<file path="config.mk">
export PLATFORM = sky130hd
export DESIGN_NAME = dmem_port_arbiter_flat
export DESIGN_NICKNAME = d
export VERILOG_FILES = /design/src/rtl/dmem_port_arbiter_if.sv /design/src/rtl/dmem_port_arbiter.sv /design/src/flat_wrapper.sv
export SDC_FILE = /design/constraint.sdc
export NUM_CORES = 1
export LEC_CHECK = 0
export CAP_MARGIN = 10
export CORE_ASPECT_RATIO = 1.5
export CORE_MARGIN = 1.5
export CORE_UTILIZATION = 40
export DETAILED_ROUTE_END_ITERATION = 7
export GPL_TIMING_DRIVEN = 0
export PLACE_DENSITY = 0.78
export REMOVE_ABC_BUFFERS = 1
export SLEW_MARGIN = 5
export SYNTH_ARGS = -nofsm -noshare
export SYNTH_HDL_FRONTEND = slang
export SYNTH_SLANG_ARGS = --single-unit
</file>
<file path="constraint.sdc">
create_clock -name I_CLOCK -period 1.67 [get_ports I_CLOCK]
set_input_delay 0.167 -clock I_CLOCK [delete_from_list [all_inputs] [get_ports I_CLOCK]]
set_output_delay 0.167 -clock I_CLOCK [all_outputs]
set_load 0.02 [all_outputs]
</file>
<file path="src/rtl/dmem_port_arbiter_if.sv">
// ---------------------------------------------------------------------------
// dmem_port_arbiter_if
// Bundles the two requester ports (pipeline P, debug D) and the data-memory
// side of dmem_port_arbiter.
//   P / D   : Req, We, Addr, WData in; Ack, RData out (P also gets Stall)
//   status  : O_AddrErr, pulses with the Ack of an illegal-address access
//   memory  : O_MemEn/O_MemWe/O_MemAddr/O_MemWData out, I_MemRData in
// Modports:
//   slave   - the arbiter itself
//   master  - the environment (requesters plus memory array)
// ---------------------------------------------------------------------------
interface dmem_port_arbiter_if #(
  parameter int DATA_W = 16,
  parameter int ADDR_W = 10
);
  logic              I_P_Req;
  logic              I_P_We;
  logic [ADDR_W-1:0] I_P_Addr;
  logic [DATA_W-1:0] I_P_WData;
  logic              O_P_Ack;
  logic [DATA_W-1:0] O_P_RData;
  logic              O_P_Stall;

  logic              I_D_Req;
  logic              I_D_We;
  logic [ADDR_W-1:0] I_D_Addr;
  logic [DATA_W-1:0] I_D_WData;
  logic              O_D_Ack;
  logic [DATA_W-1:0] O_D_RData;

  logic              O_AddrErr;
  logic              O_MemEn;
  logic              O_MemWe;
  logic [ADDR_W-1:0] O_MemAddr;
  logic [DATA_W-1:0] O_MemWData;
  logic [DATA_W-1:0] I_MemRData;

  modport slave (
    input  I_P_Req, I_P_We, I_P_Addr, I_P_WData,
    input  I_D_Req, I_D_We, I_D_Addr, I_D_WData,
    input  I_MemRData,
    output O_P_Ack, O_P_RData, O_P_Stall,
    output O_D_Ack, O_D_RData,
    output O_AddrErr, O_MemEn, O_MemWe, O_MemAddr, O_MemWData
  );

  modport master (
    output I_P_Req, I_P_We, I_P_Addr, I_P_WData,
    output I_D_Req, I_D_We, I_D_Addr, I_D_WData,
    output I_MemRData,
    input  O_P_Ack, O_P_RData, O_P_Stall,
    input  O_D_Ack, O_D_RData,
    input  O_AddrErr, O_MemEn, O_MemWe, O_MemAddr, O_MemWData
  );
endinterface

</file>
<file path="src/rtl/dmem_port_arbiter.sv">
// ---------------------------------------------------------------------------
// dmem_port_arbiter
// Shares one single-port data memory between the pipeline memory stage (P)
// and a debug/loader port (D). One access at a time: IDLE -> ISSUE ->
// [WAIT for MEM_LAT cycles on legal reads] -> RESP -> IDLE.
// P has priority, but D is forced through once it has lost STARVE_MAX
// contested arbitrations. All state changes on the falling clock edge.
// Ports:
//   I_CLOCK : clock, falling edge active
//   I_LOCK  : asynchronous active-low reset
//   bus     : dmem_port_arbiter_if.slave (requester ports + memory side)
// ---------------------------------------------------------------------------
module dmem_port_arbiter #(
  parameter int          DATA_W     = 16,
  parameter int          ADDR_W     = 10,
  parameter int unsigned MEM_DEPTH  = 1024,
  parameter int          MEM_LAT    = 2,
  parameter int          STARVE_MAX = 4
) (
  input logic                I_CLOCK,
  input logic                I_LOCK,
  dmem_port_arbiter_if.slave bus
);

  localparam int LAT_W = (MEM_LAT < 1) ? 1 : $clog2(MEM_LAT + 1);
  localparam int STV_W = (STARVE_MAX < 1) ? 1 : $clog2(STARVE_MAX + 1);
  localparam logic [LAT_W-1:0] LAT_LOAD = LAT_W'(MEM_LAT);
  localparam logic [STV_W-1:0] STV_MAX  = STV_W'(STARVE_MAX);

  typedef enum logic [1:0] {
    ST_IDLE  = 2'd0,
    ST_ISSUE = 2'd1,
    ST_WAIT  = 2'd2,
    ST_RESP  = 2'd3
  } state_t;

  state_t            r_state;
  state_t            w_next_state;

  logic              r_owner_d;
  logic              r_we;
  logic [ADDR_W-1:0] r_addr;
  logic [DATA_W-1:0] r_wdata;
  logic              r_err;
  logic [LAT_W-1:0]  r_lat_cnt;
  logic [STV_W-1:0]  r_starve;
  logic [DATA_W-1:0] r_p_rdata;
  logic [DATA_W-1:0] r_d_rdata;

  logic              w_any_req;
  logic              w_gnt_d;
  logic              w_addr_bad;
  logic              w_lat_done;

  logic              w_p_ack;
  logic              w_d_ack;
  logic              w_addr_err;
  logic              w_mem_en;
  logic              w_mem_we;
  logic [ADDR_W-1:0] w_mem_addr;
  logic [DATA_W-1:0] w_mem_wdata;

  assign w_any_req  = bus.I_P_Req | bus.I_D_Req;
  // D wins when alone, or when contested and it has already lost STARVE_MAX times.
  assign w_gnt_d    = bus.I_D_Req & (~bus.I_P_Req | (r_starve == STV_MAX));
  // Widen to 32 bits so a depth equal to 2**ADDR_W compares correctly.
  assign w_addr_bad = (32'(r_addr) >= MEM_DEPTH);
  // The counter hits zero on the edge where it is currently 1.
  assign w_lat_done = (r_lat_cnt <= LAT_W'(1));

  // FSM state register
  always_ff @(negedge I_CLOCK or negedge I_LOCK) begin
    if (!I_LOCK) begin
      r_state <= ST_IDLE;
    end else begin
      r_state <= w_next_state;
    end
  end

  // FSM next-state logic
  always_comb begin
    w_next_state = r_state;
    case (r_state)
      ST_IDLE: begin
        if (w_any_req) w_next_state = ST_ISSUE;
        else           w_next_state = ST_IDLE;
      end
      ST_ISSUE: begin
        if (r_we || w_addr_bad) w_next_state = ST_RESP;
        else                    w_next_state = ST_WAIT;
      end
      ST_WAIT: begin
        if (w_lat_done) w_next_state = ST_RESP;
        else            w_next_state = ST_WAIT;
      end
      ST_RESP: w_next_state = ST_IDLE;
      default: w_next_state = ST_IDLE;
    endcase
  end

  // Grant capture, error flag, latency/starvation counters and read-data registers
  always_ff @(negedge I_CLOCK or negedge I_LOCK) begin
    if (!I_LOCK) begin
      r_owner_d <= 1'b0;
      r_we      <= 1'b0;
      r_addr    <= '0;
      r_wdata   <= '0;
      r_err     <= 1'b0;
      r_lat_cnt <= '0;
      r_starve  <= '0;
      r_p_rdata <= '0;
      r_d_rdata <= '0;
    end else begin
      case (r_state)
        ST_IDLE: begin
          if (w_any_req) begin
            r_owner_d <= w_gnt_d;
            r_we      <= w_gnt_d ? bus.I_D_We    : bus.I_P_We;
            r_addr    <= w_gnt_d ? bus.I_D_Addr  : bus.I_P_Addr;
            r_wdata   <= w_gnt_d ? bus.I_D_WData : bus.I_P_WData;
            r_err     <= 1'b0;
          end
          if (w_gnt_d) begin
            r_starve <= '0;
          end else if (bus.I_P_Req && bus.I_D_Req && (r_starve != STV_MAX)) begin
            r_starve <= r_starve + STV_W'(1);
          end
        end
        ST_ISSUE: begin
          r_err <= w_addr_bad;
          if (!r_we && !w_addr_bad) begin
            r_lat_cnt <= LAT_LOAD;
          end
        end
        ST_WAIT: begin
          r_lat_cnt <= r_lat_cnt - LAT_W'(1);
          if (w_lat_done) begin
            if (r_owner_d) r_d_rdata <= bus.I_MemRData;
            else           r_p_rdata <= bus.I_MemRData;
          end
        end
        ST_RESP: begin
          // Read data is only presented alongside Ack; clear it on the way out.
          r_p_rdata <= '0;
          r_d_rdata <= '0;
        end
        default: begin
          r_lat_cnt <= '0;
        end
      endcase
    end
  end

  // FSM outputs: memory strobe in ISSUE, owner's Ack/error in RESP
  always_comb begin
    w_p_ack     = 1'b0;
    w_d_ack     = 1'b0;
    w_addr_err  = 1'b0;
    w_mem_en    = 1'b0;
    w_mem_we    = 1'b0;
    w_mem_addr  = '0;
    w_mem_wdata = '0;
    case (r_state)
      ST_ISSUE: begin
        if (!w_addr_bad) begin
          w_mem_en    = 1'b1;
          w_mem_we    = r_we;
          w_mem_addr  = r_addr;
          w_mem_wdata = r_wdata;
        end else begin
          w_mem_en    = 1'b0;
          w_mem_we    = 1'b0;
        end
      end
      ST_RESP: begin
        w_p_ack    = ~r_owner_d;
        w_d_ack    = r_owner_d;
        w_addr_err = r_err;
      end
      default: begin
        w_mem_en = 1'b0;
      end
    endcase
  end

  assign bus.O_P_Ack    = w_p_ack;
  assign bus.O_D_Ack    = w_d_ack;
  assign bus.O_P_RData  = r_p_rdata;
  assign bus.O_D_RData  = r_d_rdata;
  assign bus.O_AddrErr  = w_addr_err;
  assign bus.O_MemEn    = w_mem_en;
  assign bus.O_MemWe    = w_mem_we;
  assign bus.O_MemAddr  = w_mem_addr;
  assign bus.O_MemWData = w_mem_wdata;
  assign bus.O_P_Stall  = bus.I_P_Req & ~w_p_ack;

endmodule

</file>
<file path="src/flat_wrapper.sv">
// flat-port wrapper written by rule: the top's interface ports become plain ports
module dmem_port_arbiter_flat 
#(
  parameter int          DATA_W     = 16,
  parameter int          ADDR_W     = 10,
  parameter int unsigned MEM_DEPTH  = 1024,
  parameter int          MEM_LAT    = 2,
  parameter int          STARVE_MAX = 4
)
  (I_CLOCK, I_LOCK, bus_I_P_Req, bus_I_P_We, bus_I_P_Addr, bus_I_P_WData, bus_I_D_Req, bus_I_D_We, bus_I_D_Addr, bus_I_D_WData, bus_I_MemRData, bus_O_P_Ack, bus_O_P_RData, bus_O_P_Stall, bus_O_D_Ack, bus_O_D_RData, bus_O_AddrErr, bus_O_MemEn, bus_O_MemWe, bus_O_MemAddr, bus_O_MemWData);
  dmem_port_arbiter_if #(.DATA_W(DATA_W), .ADDR_W(ADDR_W)) bus_i ();
  input logic I_CLOCK;
  input logic I_LOCK;
  input wire logic [$bits(bus_i.I_P_Req)-1:0] bus_I_P_Req;
  input wire logic [$bits(bus_i.I_P_We)-1:0] bus_I_P_We;
  input wire logic [$bits(bus_i.I_P_Addr)-1:0] bus_I_P_Addr;
  input wire logic [$bits(bus_i.I_P_WData)-1:0] bus_I_P_WData;
  input wire logic [$bits(bus_i.I_D_Req)-1:0] bus_I_D_Req;
  input wire logic [$bits(bus_i.I_D_We)-1:0] bus_I_D_We;
  input wire logic [$bits(bus_i.I_D_Addr)-1:0] bus_I_D_Addr;
  input wire logic [$bits(bus_i.I_D_WData)-1:0] bus_I_D_WData;
  input wire logic [$bits(bus_i.I_MemRData)-1:0] bus_I_MemRData;
  output wire logic [$bits(bus_i.O_P_Ack)-1:0] bus_O_P_Ack;
  output wire logic [$bits(bus_i.O_P_RData)-1:0] bus_O_P_RData;
  output wire logic [$bits(bus_i.O_P_Stall)-1:0] bus_O_P_Stall;
  output wire logic [$bits(bus_i.O_D_Ack)-1:0] bus_O_D_Ack;
  output wire logic [$bits(bus_i.O_D_RData)-1:0] bus_O_D_RData;
  output wire logic [$bits(bus_i.O_AddrErr)-1:0] bus_O_AddrErr;
  output wire logic [$bits(bus_i.O_MemEn)-1:0] bus_O_MemEn;
  output wire logic [$bits(bus_i.O_MemWe)-1:0] bus_O_MemWe;
  output wire logic [$bits(bus_i.O_MemAddr)-1:0] bus_O_MemAddr;
  output wire logic [$bits(bus_i.O_MemWData)-1:0] bus_O_MemWData;
  assign bus_i.I_P_Req = bus_I_P_Req;
  assign bus_i.I_P_We = bus_I_P_We;
  assign bus_i.I_P_Addr = bus_I_P_Addr;
  assign bus_i.I_P_WData = bus_I_P_WData;
  assign bus_i.I_D_Req = bus_I_D_Req;
  assign bus_i.I_D_We = bus_I_D_We;
  assign bus_i.I_D_Addr = bus_I_D_Addr;
  assign bus_i.I_D_WData = bus_I_D_WData;
  assign bus_i.I_MemRData = bus_I_MemRData;
  assign bus_O_P_Ack = bus_i.O_P_Ack;
  assign bus_O_P_RData = bus_i.O_P_RData;
  assign bus_O_P_Stall = bus_i.O_P_Stall;
  assign bus_O_D_Ack = bus_i.O_D_Ack;
  assign bus_O_D_RData = bus_i.O_D_RData;
  assign bus_O_AddrErr = bus_i.O_AddrErr;
  assign bus_O_MemEn = bus_i.O_MemEn;
  assign bus_O_MemWe = bus_i.O_MemWe;
  assign bus_O_MemAddr = bus_i.O_MemAddr;
  assign bus_O_MemWData = bus_i.O_MemWData;
  dmem_port_arbiter #(.DATA_W(DATA_W), .ADDR_W(ADDR_W), .MEM_DEPTH(MEM_DEPTH), .MEM_LAT(MEM_LAT), .STARVE_MAX(STARVE_MAX)) u_core (.I_CLOCK(I_CLOCK), .I_LOCK(I_LOCK), .bus(bus_i));
endmodule
</file>
Figure 1. Routed clock nets over the placement.
The bar under the picture is 20 um long.
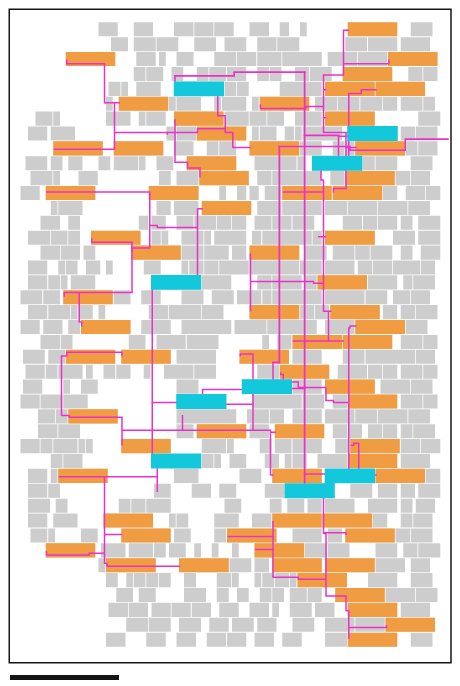
[cyan] clock-net drivers | count: 9
[orange] flip-flops | count: 67
[magenta] clock wires | length: 937 um
flops lie	all over the die
routed clock nets	10
clock skew: 0.00514 ns
Clock group: 1870 uW
Clk Latency, worst-skew pair: 0.34 ns

==> flow_metrics.env <==
# physical design summary
export IMPL_wl_met3_um=722
export IMPL_synthAoiAreaFrac_pct=12.6
export IMPL_cp_required_ns=1.50
export IMPL_ant_nets=0
export IMPL_ys_sh_simple_pct=20.8
export IMPL_violations="setup timing"
export IMPL_die_y_um=119
export IMPL_ys_warnings_count=0
export IMPL_status="finished, violations left"
export IMPL_ys_sh_xor_pct=0.244
export IMPL_drt_iter0_drc=167
export IMPL_finalSetupViolations=128
export IMPL_hold_end="u_core.r_wdata[14]"
export IMPL_ys_cells=324
export IMPL_dominant_cells="logic gates"
export IMPL_setup_slack_ns=-0.807
export IMPL_powerDensity_mw_per_mm2=2080
export IMPL_grtUsageTotal_pct=24.1
export IMPL_mux_share_pct=12.1
export IMPL_grt_use_met3_pct=4.52
export IMPL_clkCellAreaFrac_pct=4.70
export IMPL_synth_distinct_cells=36
export IMPL_met2_length_mm=6.98
export IMPL_comb_cell_share_pct=33.5
export IMPL_detail_route_wirelength_mm=12.9
export IMPL_ys_ff=67
export IMPL_power_frac_clock_pct=14.3
export IMPL_intPower_uw=8110
export IMPL_grt_use_met1_pct=27.4
export IMPL_seqCellArea_mm2=0.00168
export IMPL_hold_viol_final=0
Figure 2. Placement by cell class.
Fill, decap, tap and diode cells in gray.
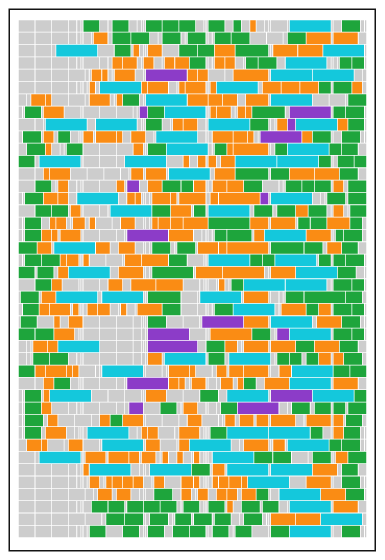
color	class	cells
green	remaining buffers and delay cells	193
purple	clock drivers and dummy loads	16
cyan	registers	67
orange	remaining logic cells	239
Core Util, Final: 71.4%
Row Count: 42
Core ar.: 0.00878 mm2
cell area after layout: 0.00626 mm2
flop share of the area: 26.8%

No activity file was given, so power comes from the tool's default toggle rates.
